--- config.mk ---
export PLATFORM = sky130hd
export DESIGN_NAME = pc_fetch_unit
export DESIGN_NICKNAME = d
export VERILOG_FILES = /design/src/rtl/pc_fetch_unit.sv
export SDC_FILE = /design/constraint.sdc
export NUM_CORES = 1
export LEC_CHECK = 0
export CAP_MARGIN = 20
export CELL_PAD_IN_SITES_DETAIL_PLACEMENT = 0
export CELL_PAD_IN_SITES_GLOBAL_PLACEMENT = 1
export CORE_ASPECT_RATIO = 0.7
export CORE_MARGIN = 8
export CORE_UTILIZATION = 42
export DETAILED_ROUTE_END_ITERATION = 16
export MAX_ROUTING_LAYER = met4
export PLACE_DENSITY_LB_ADDON = 0.1
export SYNTH_ARGS = -nofsm -noshare
export SYNTH_HDL_FRONTEND = slang
export SYNTH_SLANG_ARGS = --single-unit
--- constraint.sdc ---
create_clock -name clk -period 6.2 [get_ports clk]
set_input_delay 0.62 -clock clk [delete_from_list [all_inputs] [get_ports clk]]
set_output_delay 0.62 -clock clk [all_outputs]
set_load 0.01 [all_outputs]
--- src/rtl/pc_fetch_unit.sv ---
// Fetch-stage program counter: boot/run/halt control, prioritised redirects,
// valid/ready I-cache handshake and a circular return-address stack.
module pc_fetch_unit #(
  parameter int unsigned     XLEN          = 32,
  parameter logic [XLEN-1:0] RESET_VEC     = XLEN'(32'h0000_1000),
  parameter logic [XLEN-1:0] PANIC_VEC     = XLEN'(32'h0000_2000),
  parameter int unsigned     INSTR_BYTES   = 4,
  parameter int unsigned     RAS_DEPTH     = 4,
  parameter bit              HALT_ON_PANIC = 1'b0
) (
  input  logic            clk,
  input  logic            reset,
  input  logic            exception,
  input  logic [XLEN-1:0] exception_target,
  input  logic            branch,
  input  logic [XLEN-1:0] branch_target,
  input  logic            jump,
  input  logic [XLEN-1:0] jump_target,
  input  logic            call,
  input  logic            ret,
  input  logic            panic,
  input  logic            stall,
  input  logic            fetch_ready,
  output logic [XLEN-1:0] pc_out,
  output logic            pc_valid,
  output logic            ras_empty,
  output logic            ras_full
);

  localparam int unsigned PtrW = $clog2(RAS_DEPTH);
  localparam int unsigned CntW = $clog2(RAS_DEPTH + 1);

  localparam logic [1:0] StBoot = 2'd0;
  localparam logic [1:0] StRun  = 2'd1;
  localparam logic [1:0] StHalt = 2'd2;

  logic [1:0]      state_q, state_d;
  logic [XLEN-1:0] pc_q, pc_d;
  logic [XLEN-1:0] ras_q [RAS_DEPTH];
  logic [XLEN-1:0] ras_d [RAS_DEPTH];
  logic [PtrW-1:0] ptr_q, ptr_d;
  logic [CntW-1:0] cnt_q, cnt_d;

  logic [XLEN-1:0] pc_inc;
  logic [PtrW-1:0] top_idx;
  logic            ras_has;

  assign pc_inc  = pc_q + XLEN'(INSTR_BYTES);
  // ptr_q points at the next free slot, so the top entry sits just below it.
  assign top_idx = ptr_q - PtrW'(1);
  assign ras_has = (cnt_q != '0);

  always_comb begin
    state_d = state_q;
    pc_d    = pc_q;
    ras_d   = ras_q;
    ptr_d   = ptr_q;
    cnt_d   = cnt_q;

    if (exception) begin
      pc_d    = exception_target;
      cnt_d   = '0;
      ptr_d   = '0;
      state_d = StRun;
    end else begin
      case (state_q)
        StBoot: state_d = StRun;
        StRun: begin
          if (stall) begin
            pc_d = pc_q;
          end else if (branch) begin
            pc_d = branch_target;
          end else if (jump) begin
            pc_d = (ret && ras_has) ? ras_q[top_idx] : jump_target;
            if (call && ret && ras_has) begin
              ras_d[top_idx] = pc_inc;
            end else begin
              if (ret && ras_has) begin
                ptr_d = top_idx;
                cnt_d = cnt_q - CntW'(1);
              end
              // A full stack keeps its count; the wrapped pointer overwrites the oldest entry.
              if (call) begin
                ras_d[ptr_q] = pc_inc;
                ptr_d        = ptr_q + PtrW'(1);
                if (cnt_q != CntW'(RAS_DEPTH)) cnt_d = cnt_q + CntW'(1);
              end
            end
          end else if (panic) begin
            pc_d = PANIC_VEC;
            if (HALT_ON_PANIC) state_d = StHalt;
          end else if (fetch_ready) begin
            pc_d = pc_inc;
          end
        end
        StHalt: state_d = StHalt;
        default: state_d = StBoot;
      endcase
    end
  end

  always_ff @(posedge clk or posedge reset) begin
    if (reset) begin
      state_q <= StBoot;
      pc_q    <= RESET_VEC;
      ptr_q   <= '0;
      cnt_q   <= '0;
      for (int i = 0; i < int'(RAS_DEPTH); i++) ras_q[i] <= '0;
    end else begin
      state_q <= state_d;
      pc_q    <= pc_d;
      ptr_q   <= ptr_d;
      cnt_q   <= cnt_d;
      ras_q   <= ras_d;
    end
  end

  assign pc_out    = pc_q;
  assign pc_valid  = (state_q == StRun);
  assign ras_empty = (cnt_q == '0);
  assign ras_full  = (cnt_q == CntW'(RAS_DEPTH));

endmodule
==> summary.json, run 1 <==
{
  "ys_sh_aoi": {"value": 18.9, "unit": "%"},
  "worst-r2r-setup-slack": {"value": 2.48, "unit": "ns"},
  "syn-instance-count": {"value": 919},
  "synth.net_count": {"value": 1034},
  "top_level_ports": {"value": 141},
  "timing.final.hold_violations": {"value": 0},
  "share_seq_of_total_power": {"value": 44.6, "unit": "%"},
  "worst_path_dominant_cell_family": {"value": "adder cells"},
  "max-cap-violations": {"value": 0},
  "ant_nets": {"value": 0},
  "tap_cells": {"value": 282},
  "placement.cell_area": {"value": 10700, "unit": "um2"},
  "hpwl": {"value": 22.2, "unit": "mm"},
  "p_per_area": {"value": 261, "unit": "nW/um2"},
  "crit_required": {"value": 6.51, "unit": "ns"},
  "worst_hold_path.num_cells": {"value": 1},
  "postCtsSetupBuffers": {"value": 0},
  "post_drt_wl_per_cell": {"value": 23.5, "unit": "um"},
  "total_leakage_power": {"value": 0.00462, "unit": "uW"},
  "met2_length": {"value": 12.2, "unit": "mm"},
  "clockBufferCount": {"value": 17},
  "cts.sink_count": {"value": 167},
  "finalHoldWorstSlack": {"value": 0.472, "unit": "ns"},
  "worst_margin_slew": {"value": 1.09, "unit": "ns"},
  "drtIter0Drc": {"value": 689},
  "clock_net_power": {"value": 1090, "unit": "uW"},
  "synth.cellmix.simpleShare": {"value": 16.1, "unit": "%"},
  "post_cts_resized": {"value": 0},
  "holdCritStartpoint": {"value": "state_q[0]$_DFFE_PP0P_"},
  "antenna_found_initial": {"value": 0},
  "ff_type": {"value": "sky130_fd_sc_hd__dfrtp_1"},
  "clk_root_buffer_cell": {"value": "sky130_fd_sc_hd__clkbuf_16"},
  "lay_top_count": {"value": "sky130_fd_sc_hd__dfrtp_1"},
  "number_of_global_route_vias_before_repair": {"value": 7466},
  "synth.avg_cell_area": {"value": 9.97, "unit": "um2"},
  "worst_r2r_endpoint": {"value": "pc_out[3]$_DFFE_PP0P_"},
  "slowest_stage": {"value": "sky130_fd_sc_hd__ha_2"},
  "use_met3": {"value": 4.62, "unit": "%"},
  "fin_nets": {"value": 1142},
  "met3RoutedLength": {"value": 2.06, "unit": "mm"},
  "nMultiInputCombCells": {"value": 669},
  "rr_startpoint": {"value": "ptr_q[0]$_DFFE_PP0P_"},
  "synthAdderAreaFrac": {"value": 1.23, "unit": "%"},
  "power.combinational.fraction": {"value": 18.7, "unit": "%"},
  "comb_area_share": {"value": 40.6, "unit": "%"},
  "power": {"value": 2970, "unit": "uW"},
  "setup_failing_eps_final": {"value": 0},
  "cp.buffers_inverters": {"value": 2},
  "gr-total-overflow": {"value": 0},
  "area_growth_synth_to_finish": {"value": 24.1, "unit": "%"},
  "worstSetupStartpoint": {"value": "ptr_q[0]$_DFFE_PP0P_"},
  "detail_route.vias_per_cell": {"value": 5.82},
  "detailedPlace.worstSlack": {"value": 2.16, "unit": "ns"},
  "ys_async_sr_fraction": {"value": 100, "unit": "%"},
  "slew_headroom": {"value": 27.0, "unit": "%"},
  "io_buffers": {"value": 140},
  "synth-edff-count": {"value": 0},
  "final.signal_buffer_count": {"value": 154},
  "warnings": {"value": 32},
  "post_synth_mux_area_share": {"value": 11.0, "unit": "%"},
  "timing.critical_path.fanout_max": {"value": 36},
  "irDropWorstVdd": {"value": 0.194, "unit": "mV"},
  "signal_buffer_area_fraction": {"value": 13.5, "unit": "%"},
  "cts_made_buffers": {"value": 17},
  "post_synth_main_logic_family": {"value": "AND-OR/OR-AND gates"},
  "global_route_wire_length_before_repair": {"value": 47.4, "unit": "mm"},
  "clkCellAreaFrac": {"value": 5.35, "unit": "%"},
  "yosys-stat-area": {"value": 9160, "unit": "um2"},
  "route.layer.met1.wl": {"value": 16.5, "unit": "mm"},
  "critical-path-max-stage-delay": {"value": 1.07, "unit": "ns"},
  "grt_start_max_net_pins": {"value": 75},
  "instances_no_fill": {"value": 1324},
  "synth.ff_latch_count": {"value": 167},
  "crit_path_time_final": {"value": 3.72, "unit": "ns"},
  "p_int": {"value": 2050, "unit": "uW"},
  "cts_max_level": {"value": 4},
  "path_cells": {"value": "buf_4 > inv_1 > ha_2 > mux4_2 > and3_1 > a2111oi_0 > o31ai_1"},
  "drt_wl_total": {"value": 31.1, "unit": "mm"},
  "report.final.slew_viol_count": {"value": 0},
  "ys_warn_count": {"value": 0},
  "gpl.final_weighted_congestion": {"value": 0.883},
  "netSwitchingFraction": {"value": 31.1, "unit": "%"},
  "yosysSeqAreaShare": {"value": 45.6, "unit": "%"},
  "fin_worst_skew": {"value": 0.0103, "unit": "ns"},
  "placeableCoreArea": {"value": 21600, "unit": "um2"},
  "global_route.usage.met1": {"value": 38.5, "unit": "%"},
  "p_sw": {"value": 924, "unit": "uW"},
  "die.size.y": {"value": 140, "unit": "um"},
  "cts_buffer_depth": {"value": 2},
  "layout-drive-gt1-share": {"value": 12.6, "unit": "%"},
  "final_worst_path_period_share": {"value": 60.0, "unit": "%"},
  "grtUsageTotal": {"value": 23.9, "unit": "%"},
  "antenna-diode-count": {"value": 2},
  "max_freq": {"value": 0.269, "unit": "GHz"},
  "run_status": {"value": "finished clean"},
  "n_fill_cell": {"value": 1967},
  "cts_hold_buffers": {"value": 0},
  "critical_path.endpoint": {"value": "pc_out[3]$_DFFE_PP0P_"},
  "inv_count": {"value": 18},
  "drc_errors": {"value": 0},
  "worstRegToRegCells": {"value": 7},
  "min_to": {"value": "state_q[1]$_DFFE_PP0P_"},
  "die_w": {"value": 193, "unit": "um"},
  "ys_cells": {"value": 919},
  "num_rows": {"value": 45},
  "top_layer": {"value": "met4"},
  "worst_hold_path_type": {"value": "register to register"},
  "ys_types": {"value": 72},
  "clock_latency": {"value": 0.44, "unit": "ns"},
  "multiInputGateArea": {"value": 4620, "unit": "um2"},
  "floorplan.die_area": {"value": 26900, "unit": "um2"},
  "gr-max-usage-layer": {"value": "met1"},
  "data_arrival_critical_path": {"value": 4.02, "unit": "ns"},
  "cts.reportedPaths.clkPinSlew": {"value": 0.07, "unit": "ns"},
  "largestPowerGroup": {"value": "sequential cells"},
  "final_layout_top_logic_cells": {"value": "sky130_fd_sc_hd__dfrtp_1, sky130_fd_sc_hd__nor2_1, sky130_fd_sc_hd__a21oi_1"},
  "comb_power": {"value": 555, "unit": "uW"},
  "critPathCaptureType": {"value": "register"},
  "post_synth_xor_area_fraction": {"value": 2.87, "unit": "%"},
  "clkPwrFrac": {"value": 36.7, "unit": "%"},
  "flops": {"value": 167},
  "post_synth_instance_area": {"value": 9160, "unit": "um2"},
  "detailedRoute.firstPassIterationCount": {"value": 6},
  "layout.area.top_class": {"value": "multi-input combinational cells"},
  "setup.worst_path.class": {"value": "register to register"},
  "post-route-worst-setup-slack": {"value": 2.48, "unit": "ns"},
  "clock_tree_from_tritoncts": {"value": "built"},
  "cp.depth": {"value": 7},
  "placed_cells_incl_taps": {"value": 1288},
  "startpoint_type": {"value": "register"},
  "rsz0062_at_grt": {"value": "false"}
}
## run 1: registers in the layout, indices dropped and copies added (netlist names)
name,flops
pc_out,32
ras_q,128
ptr_q,2
cnt_q,3
state_q,2
## run 1: synth_stat cells, drive strengths merged (9+ instances only)
master  number  area [um2]
nor3        11        65.1
nor2       151         569
mux4        32         721
buf         43         241
and2        16         100
inv         18        67.6
a221o        9        90.1
nand3       24         138
o21ai       29         145
nand2       27         101
xor2        15         131
xnor2       15         131
a31oi       11        68.8
nand4       10        92.6
or3          9        61.3
ha           9         113
and3        17         106
a21oi      152         780
clkbuf      22        83.8
dfrtp      166        4150
o22ai       17         106
mux2        20         225
a221oi      11         109
Figure 1. M2 wires (run 1).
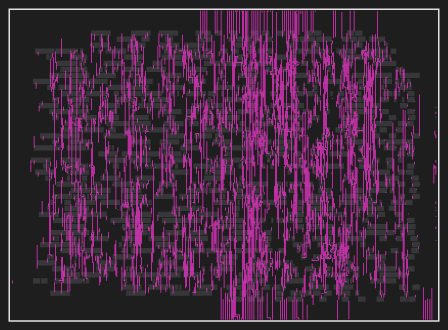
longest straight run	80.9 um
main direction	vertical
share of all routed wire	39%
nets with wire on the layer	914
wire length on this layer	12,200 um
met2 capacity usage during global routing: 29.9%
via count: 7,709

Figure 2. Cell area per tile (run 1).
19 x 14 tiles, from white (low) to dark blue (high), 0 to 100% covered.
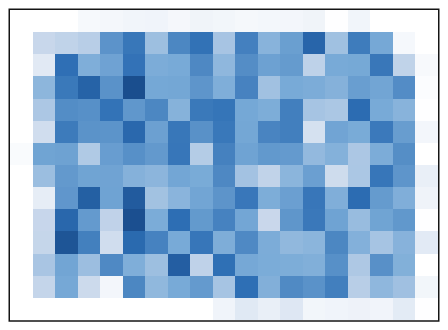
nearly empty tiles	13%
densest ninth of the die	middle
fullest tile	88%
tiles over 75% full	4.9%
Floorplan Utilization: 42.5%
core occupancy in the finished layout: 52.7%

Figure 3. Register map, names as in the netlist (run 1).
Other sequential cells in the stronger gray, the rest of the logic in the fainter gray.
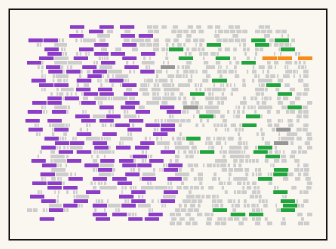
color	name in the netlist	placed flops
orange	`cnt_q`	3
green	`pc_out`	32
purple	`ras_q`	128
not colored	4
register area: 4180 um2
sequential power: 1320 uW
flip-flop and latch share of the layout cell area: 36.8%

Figure 4. The metal 1 layer (run 1).
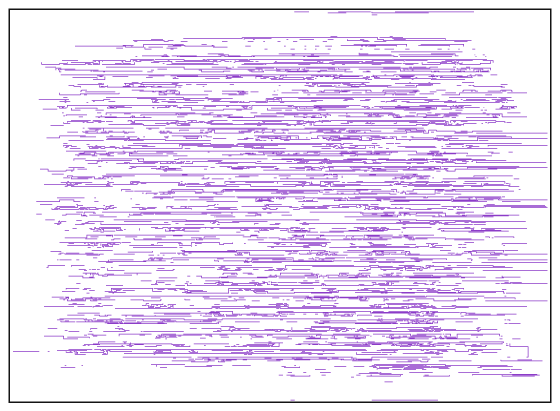

==> run 2, diff against run 1 <==
- clock period: 6.2 -> 3.6 ns (I/O delays scaled with it)
Figure 5. The metal 1 layer (run 2).
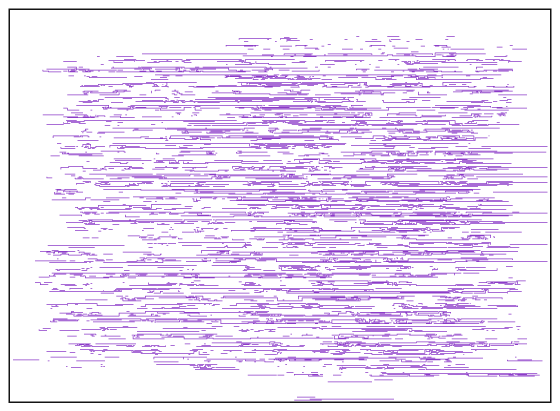
longest straight run	83.3 um
main direction	horizontal
nets with wire on the layer	1,071
via count: 7,880
met1 Track Usage GR: 37.0%
total detailed-routing wirelength: 31.7 mm

==> summary.json, run 2 <==
{
  "run_status": {"value": "finished clean"},
  "worst_r2r_endpoint": {"value": "pc_out[26]$_DFFE_PP0P_"},
  "path_cells": {"value": "inv_1 > ha_2 > buf_4 > mux4_2 > a221o_1 > a21oi_1 > nor3_1"},
  "met2_length": {"value": 13.0, "unit": "mm"},
  "detailedPlace.worstSlack": {"value": 0.800, "unit": "ns"},
  "io_buffers": {"value": 140},
  "placement.cell_area": {"value": 10900, "unit": "um2"},
  "worst_hold_path_type": {"value": "input port to async pin"},
  "synth_top_area_share": {"value": 45.3, "unit": "%"},
  "power": {"value": 5190, "unit": "uW"},
  "register_area": {"value": 4180, "unit": "um2"},
  "drtIter0Drc": {"value": 837},
  "setup_failing_eps_final": {"value": 0},
  "worstRegToRegCells": {"value": 7},
  "clk_root_buffer_cell": {"value": "sky130_fd_sc_hd__clkbuf_16"},
  "syn-instance-count": {"value": 919},
  "layout-drive-gt1-share": {"value": 13.8, "unit": "%"},
  "clkPwrFrac": {"value": 37.4, "unit": "%"},
  "use_met3": {"value": 6.24, "unit": "%"},
  "max-cap-violations": {"value": 0},
  "synth.ff_latch_count": {"value": 167},
  "yosys-stat-area": {"value": 9160, "unit": "um2"},
  "cts.reportedPaths.clkPinSlew": {"value": 0.07, "unit": "ns"},
  "top_layer": {"value": "met4"},
  "ys_warn_count": {"value": 0},
  "synth-edff-count": {"value": 0},
  "hpwl": {"value": 23.2, "unit": "mm"},
  "p_sw": {"value": 1560, "unit": "uW"},
  "num_rows": {"value": 45},
  "fin_nets": {"value": 1157},
  "slowest_stage": {"value": "sky130_fd_sc_hd__ha_2"},
  "ff_type": {"value": "sky130_fd_sc_hd__dfrtp_1"},
  "multiInputGateArea": {"value": 4620, "unit": "um2"},
  "data_arrival_critical_path": {"value": 2.99, "unit": "ns"},
  "synth.avg_cell_area": {"value": 9.97, "unit": "um2"},
  "cts_buffer_depth": {"value": 2},
  "netSwitchingFraction": {"value": 30.0, "unit": "%"},
  "largest-register": {"value": "ras_q"},
  "cts_hold_buffers": {"value": 0},
  "global_route_wire_length_before_repair": {"value": 48.3, "unit": "mm"},
  "postCtsSetupBuffers": {"value": 0},
  "netlist.top_cell.by_area": {"value": "sky130_fd_sc_hd__dfrtp_1"},
  "worst_margin_slew": {"value": 0.952, "unit": "ns"},
  "top_level_ports": {"value": 141},
  "p_int": {"value": 3630, "unit": "uW"},
  "route.layer.met1.wl": {"value": 15.4, "unit": "mm"},
  "total_leakage_power": {"value": 0.00472, "unit": "uW"},
  "largestPowerGroup": {"value": "sequential cells"},
  "comb_power": {"value": 973, "unit": "uW"},
  "rr_startpoint": {"value": "ptr_q[1]$_DFFE_PP0P_"},
  "post-route-worst-setup-slack": {"value": 0.933, "unit": "ns"},
  "post_synth_xor_area_fraction": {"value": 2.87, "unit": "%"},
  "rsz0062_at_grt": {"value": "false"},
  "share_seq_of_total_power": {"value": 43.9, "unit": "%"},
  "ys_cells": {"value": 919},
  "critical-path-max-stage-delay": {"value": 0.68, "unit": "ns"},
  "yosysSeqAreaShare": {"value": 45.6, "unit": "%"},
  "warnings": {"value": 32},
  "report.final.slew_viol_count": {"value": 0},
  "detailedRoute.firstPassIterationCount": {"value": 7},
  "placeableCoreArea": {"value": 21600, "unit": "um2"},
  "worst_path_dominant_cell_family": {"value": "adder cells"},
  "cp.depth": {"value": 7},
  "ys_async_sr_fraction": {"value": 100, "unit": "%"},
  "clock_latency": {"value": 0.44, "unit": "ns"},
  "grtUsageTotal": {"value": 24.5, "unit": "%"},
  "instances_no_fill": {"value": 1337},
  "crit_required": {"value": 3.92, "unit": "ns"},
  "library_cell_with_the_highest_instance_count_after_synthesis": {"value": "sky130_fd_sc_hd__dfrtp_1"},
  "number_of_global_route_vias_before_repair": {"value": 7562},
  "ant_nets": {"value": 0},
  "post_cts_resized": {"value": 0},
  "cts.sink_count": {"value": 167},
  "post_synth_mux_area_share": {"value": 11.0, "unit": "%"},
  "post_synth_instance_area": {"value": 9160, "unit": "um2"},
  "clock_net_power": {"value": 1940, "unit": "uW"},
  "met3RoutedLength": {"value": 2.81, "unit": "mm"},
  "gpl.final_weighted_congestion": {"value": 0.901},
  "timing.final.hold_violations": {"value": 0},
  "critical_path.endpoint": {"value": "pc_out[26]$_DFFE_PP0P_"},
  "clock_tree_from_tritoncts": {"value": "built"},
  "startpoint_type": {"value": "register"},
  "final_worst_path_period_share": {"value": 74.1, "unit": "%"},
  "irDropWorstVdd": {"value": 0.370, "unit": "mV"},
  "finalHoldWorstSlack": {"value": 0.476, "unit": "ns"}
}
## run 2: netlist changes by cell type in the layout (fill, tap and decap cells not counted), moves of 2 or more
cell,before,now
sky130_fd_sc_hd__buf_4,12,22
sky130_fd_sc_hd__clkbuf_8,0,2
sky130_fd_sc_hd__inv_6,6,4
sky130_fd_sc_hd__buf_12,0,7
sky130_fd_sc_hd__clkinv_8,4,0
sky130_fd_sc_hd__inv_8,1,3
sky130_fd_sc_hd__diode_2,2,0
## run 2: area by class of cell
class                      instances  share of cell area [%]
multi-input combinational        669                    40.0
sequential                       167                    36.2
timing repair buffer             169                    14.8
clock buffer                      19                    3.92
tap                              282                    3.06
clock inverter                    13                    1.38
inverter                          18                   0.618
Figure 6. Register map, names as in the netlist (run 2).
Other sequential cells in the stronger gray, the rest of the logic in the fainter gray.
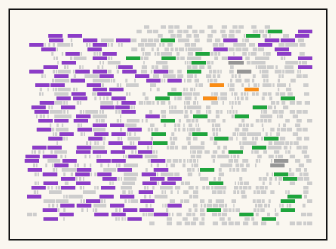

==> run 3, diff against run 2 <==
- clock period: 3.6 -> 2.55 ns (I/O delays scaled with it)
Figure 7. Register map, names as in the netlist (run 3).
Other sequential cells in the stronger gray, the rest of the logic in the fainter gray.
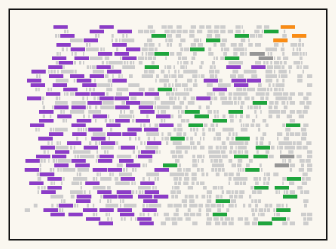
color	name in the netlist	placed flops
purple	`ras_q`	128
green	`pc_out`	32
orange	`cnt_q`	3
core occupancy in the finished layout: 55.4%
flip-flop and latch share of the layout cell area: 35.0%
sequential power: 3190 uW

==> summary.json, run 3 <==
{
  "synth.ff_latch_count": {"value": 167},
  "placement.cell_area": {"value": 11300, "unit": "um2"},
  "instances_no_fill": {"value": 1380},
  "critPathCaptureType": {"value": "register"},
  "ant_nets": {"value": 0},
  "synth_top_area_share": {"value": 45.3, "unit": "%"},
  "critical_path.endpoint": {"value": "pc_out[21]$_DFFE_PP0P_"},
  "yosysSeqAreaShare": {"value": 45.6, "unit": "%"},
  "register_area": {"value": 4180, "unit": "um2"},
  "crit_required": {"value": 2.86, "unit": "ns"},
  "largestPowerGroup": {"value": "sequential cells"},
  "routed-via-count": {"value": 8045},
  "antenna-diode-count": {"value": 0},
  "gpl.final_weighted_congestion": {"value": 0.927},
  "drt_wl_total": {"value": 31.3, "unit": "mm"},
  "top_cells_by_area": {"value": "sky130_fd_sc_hd__dfrtp_1, sky130_fd_sc_hd__a21oi_1, sky130_fd_sc_hd__mux4_2"},
  "synth.cells.most_frequent": {"value": "sky130_fd_sc_hd__dfrtp_1, sky130_fd_sc_hd__nor2_1, sky130_fd_sc_hd__a21oi_1"},
  "largest_register_ffs": {"value": 128},
  "worst_margin_slew": {"value": 0.674, "unit": "ns"},
  "netSwitchingFraction": {"value": 30.9, "unit": "%"},
  "cts.reportedPaths.clkPinSlew": {"value": 0.08, "unit": "ns"},
  "ys_warn_count": {"value": 0},
  "power.combinational.fraction": {"value": 20.0, "unit": "%"},
  "timing.critical_path.fanout_max": {"value": 15},
  "flops": {"value": 167},
  "n_fill_cell": {"value": 1937},
  "p_per_area": {"value": 618, "unit": "nW/um2"},
  "setup_failing_eps_final": {"value": 0},
  "irDropWorstVdd": {"value": 0.459, "unit": "mV"},
  "cts_buffer_depth": {"value": 2},
  "finalHoldWorstSlack": {"value": 0.185, "unit": "ns"},
  "synth.cellmix.simpleShare": {"value": 16.1, "unit": "%"},
  "worst-r2r-setup-slack": {"value": 0.09, "unit": "ns"},
  "report.final.slew_viol_count": {"value": 0},
  "post_synth_mux_area_share": {"value": 11.0, "unit": "%"},
  "gr-total-overflow": {"value": 0},
  "grt_start_max_net_pins": {"value": 58},
  "max-cap-violations": {"value": 0},
  "inv_count": {"value": 18},
  "ys_cells": {"value": 919},
  "setup_total_negative_slack": {"value": 0, "unit": "ns"},
  "tap_cells": {"value": 282},
  "ys_async_sr_fraction": {"value": 100, "unit": "%"},
  "num_rows": {"value": 45},
  "final_layout_top_logic_cells": {"value": "sky130_fd_sc_hd__dfrtp_1, sky130_fd_sc_hd__nor2_1, sky130_fd_sc_hd__a21oi_1"},
  "ys_types": {"value": 72},
  "layout-drive-gt1-share": {"value": 17.3, "unit": "%"},
  "lay_top_count": {"value": "sky130_fd_sc_hd__dfrtp_1"},
  "post_synth_xor_area_fraction": {"value": 2.87, "unit": "%"},
  "fin_worst_skew": {"value": 0.0108, "unit": "ns"},
  "run_status": {"value": "finished clean"},
  "post_cts_resized": {"value": 0},
  "placed_cells_incl_taps": {"value": 1347},
  "power": {"value": 7390, "unit": "uW"},
  "number_of_global_route_vias_before_repair": {"value": 7761},
  "post-route-worst-setup-slack": {"value": 0.0905, "unit": "ns"},
  "ys_sh_aoi": {"value": 18.9, "unit": "%"},
  "slew_headroom": {"value": 54.9, "unit": "%"},
  "detailedRoute.firstPassIterationCount": {"value": 5},
  "crit_path_time_final": {"value": 2.46, "unit": "ns"},
  "clkPwrFrac": {"value": 36.8, "unit": "%"},
  "final_worst_path_period_share": {"value": 96.5, "unit": "%"},
  "postCtsSetupBuffers": {"value": 0},
  "p_sw": {"value": 2280, "unit": "uW"},
  "max_freq": {"value": 0.407, "unit": "GHz"},
  "clock_net_power": {"value": 2720, "unit": "uW"},
  "multiInputGateArea": {"value": 4630, "unit": "um2"},
  "signal_buffer_area_fraction": {"value": 17.6, "unit": "%"},
  "detail_route.vias_per_cell": {"value": 5.83},
  "worstSetupStartpoint": {"value": "ptr_q[0]$_DFFE_PP0P_"},
  "synthAdderAreaFrac": {"value": 1.23, "unit": "%"},
  "cts_made_buffers": {"value": 17},
  "worst_r2r_endpoint": {"value": "pc_out[21]$_DFFE_PP0P_"},
  "largest-register": {"value": "ras_q"},
  "comb_power": {"value": 1480, "unit": "uW"},
  "final.signal_buffer_count": {"value": 212},
  "cts_max_level": {"value": 4},
  "clock_tree_from_tritoncts": {"value": "built"},
  "worst_hold_path_type": {"value": "input port to async pin"},
  "timing.final.hold_violations": {"value": 0},
  "clockBufferCount": {"value": 18},
  "clock_latency": {"value": 0.45, "unit": "ns"},
  "comb_area_share": {"value": 38.7, "unit": "%"},
  "detailedPlace.worstSlack": {"value": 0.0395, "unit": "ns"},
  "io_buffers": {"value": 140},
  "hpwl": {"value": 23.1, "unit": "mm"},
  "library_cell_with_the_highest_instance_count_after_synthesis": {"value": "sky130_fd_sc_hd__dfrtp_1"},
  "share_seq_of_total_power": {"value": 43.2, "unit": "%"},
  "drc_errors": {"value": 0},
  "die.size.y": {"value": 140, "unit": "um"},
  "floorplan.core_util": {"value": 42.5, "unit": "%"},
  "area_growth_synth_to_finish": {"value": 30.5, "unit": "%"},
  "top_level_ports": {"value": 141},
  "postLayoutCellArea": {"value": 12000, "unit": "um2"},
  "placeableCoreArea": {"value": 21600, "unit": "um2"},
  "ff_type": {"value": "sky130_fd_sc_hd__dfrtp_1"},
  "setup.worst_path.class": {"value": "register to register"},
  "data_arrival_critical_path": {"value": 2.77, "unit": "ns"},
  "global_route_wire_length_before_repair": {"value": 48.0, "unit": "mm"},
  "worstRegToRegCells": {"value": 7},
  "clk_root_buffer_cell": {"value": "sky130_fd_sc_hd__clkbuf_16"},
  "nMultiInputCombCells": {"value": 669},
  "floorplan.die_area": {"value": 26900, "unit": "um2"},
  "total_leakage_power": {"value": 0.00496, "unit": "uW"},
  "fin_nets": {"value": 1200},
  "post_drt_wl_per_cell": {"value": 22.7, "unit": "um"},
  "yosys-stat-area": {"value": 9160, "unit": "um2"},
  "antenna_found_initial": {"value": 0},
  "drtIter0Drc": {"value": 624},
  "layout.area.top_class": {"value": "multi-input combinational cells"},
  "synth.avg_cell_area": {"value": 9.97, "unit": "um2"},
  "die_w": {"value": 193, "unit": "um"},
  "synth.net_count": {"value": 1034},
  "cts_hold_buffers": {"value": 0},
  "grtUsageTotal": {"value": 24.1, "unit": "%"},
  "warnings": {"value": 32},
  "clkCellAreaFrac": {"value": 5.16, "unit": "%"},
  "netlist.top_cell.by_area": {"value": "sky130_fd_sc_hd__dfrtp_1"},
  "startpoint_type": {"value": "register"},
  "post_synth_instance_area": {"value": 9160, "unit": "um2"},
  "p_int": {"value": 5110, "unit": "uW"},
  "rr_startpoint": {"value": "ptr_q[0]$_DFFE_PP0P_"},
  "cts.sink_count": {"value": 167},
  "post_synth_main_logic_family": {"value": "AND-OR/OR-AND gates"},
  "syn-instance-count": {"value": 919},
  "synth-edff-count": {"value": 0}
}
## run 3: routing by layer
metal | GRT usage, % | routed length, um | vias up
met4 | 7.02 | 592 | 0
met5 | - | 0 | -
met3 | 5.99 | 2800 | 44
met2 | 31.1 | 12700 | 309
met1 | 36.3 | 15200 | 3997
li1 | - | - | 3695
## run 3: worst max-delay path, stage by stage (launching register included)
cell,delay [ns]
sky130_fd_sc_hd__dfrtp_2,0.39
sky130_fd_sc_hd__inv_1,0.09
sky130_fd_sc_hd__ha_2,0.38
sky130_fd_sc_hd__buf_12,0.18
sky130_fd_sc_hd__mux4_2,0.36
sky130_fd_sc_hd__a221o_1,0.38
sky130_fd_sc_hd__a211oi_1,0.41
sky130_fd_sc_hd__o21ai_1,0.12
No activity file was given, so power comes from the tool's default toggle rates.
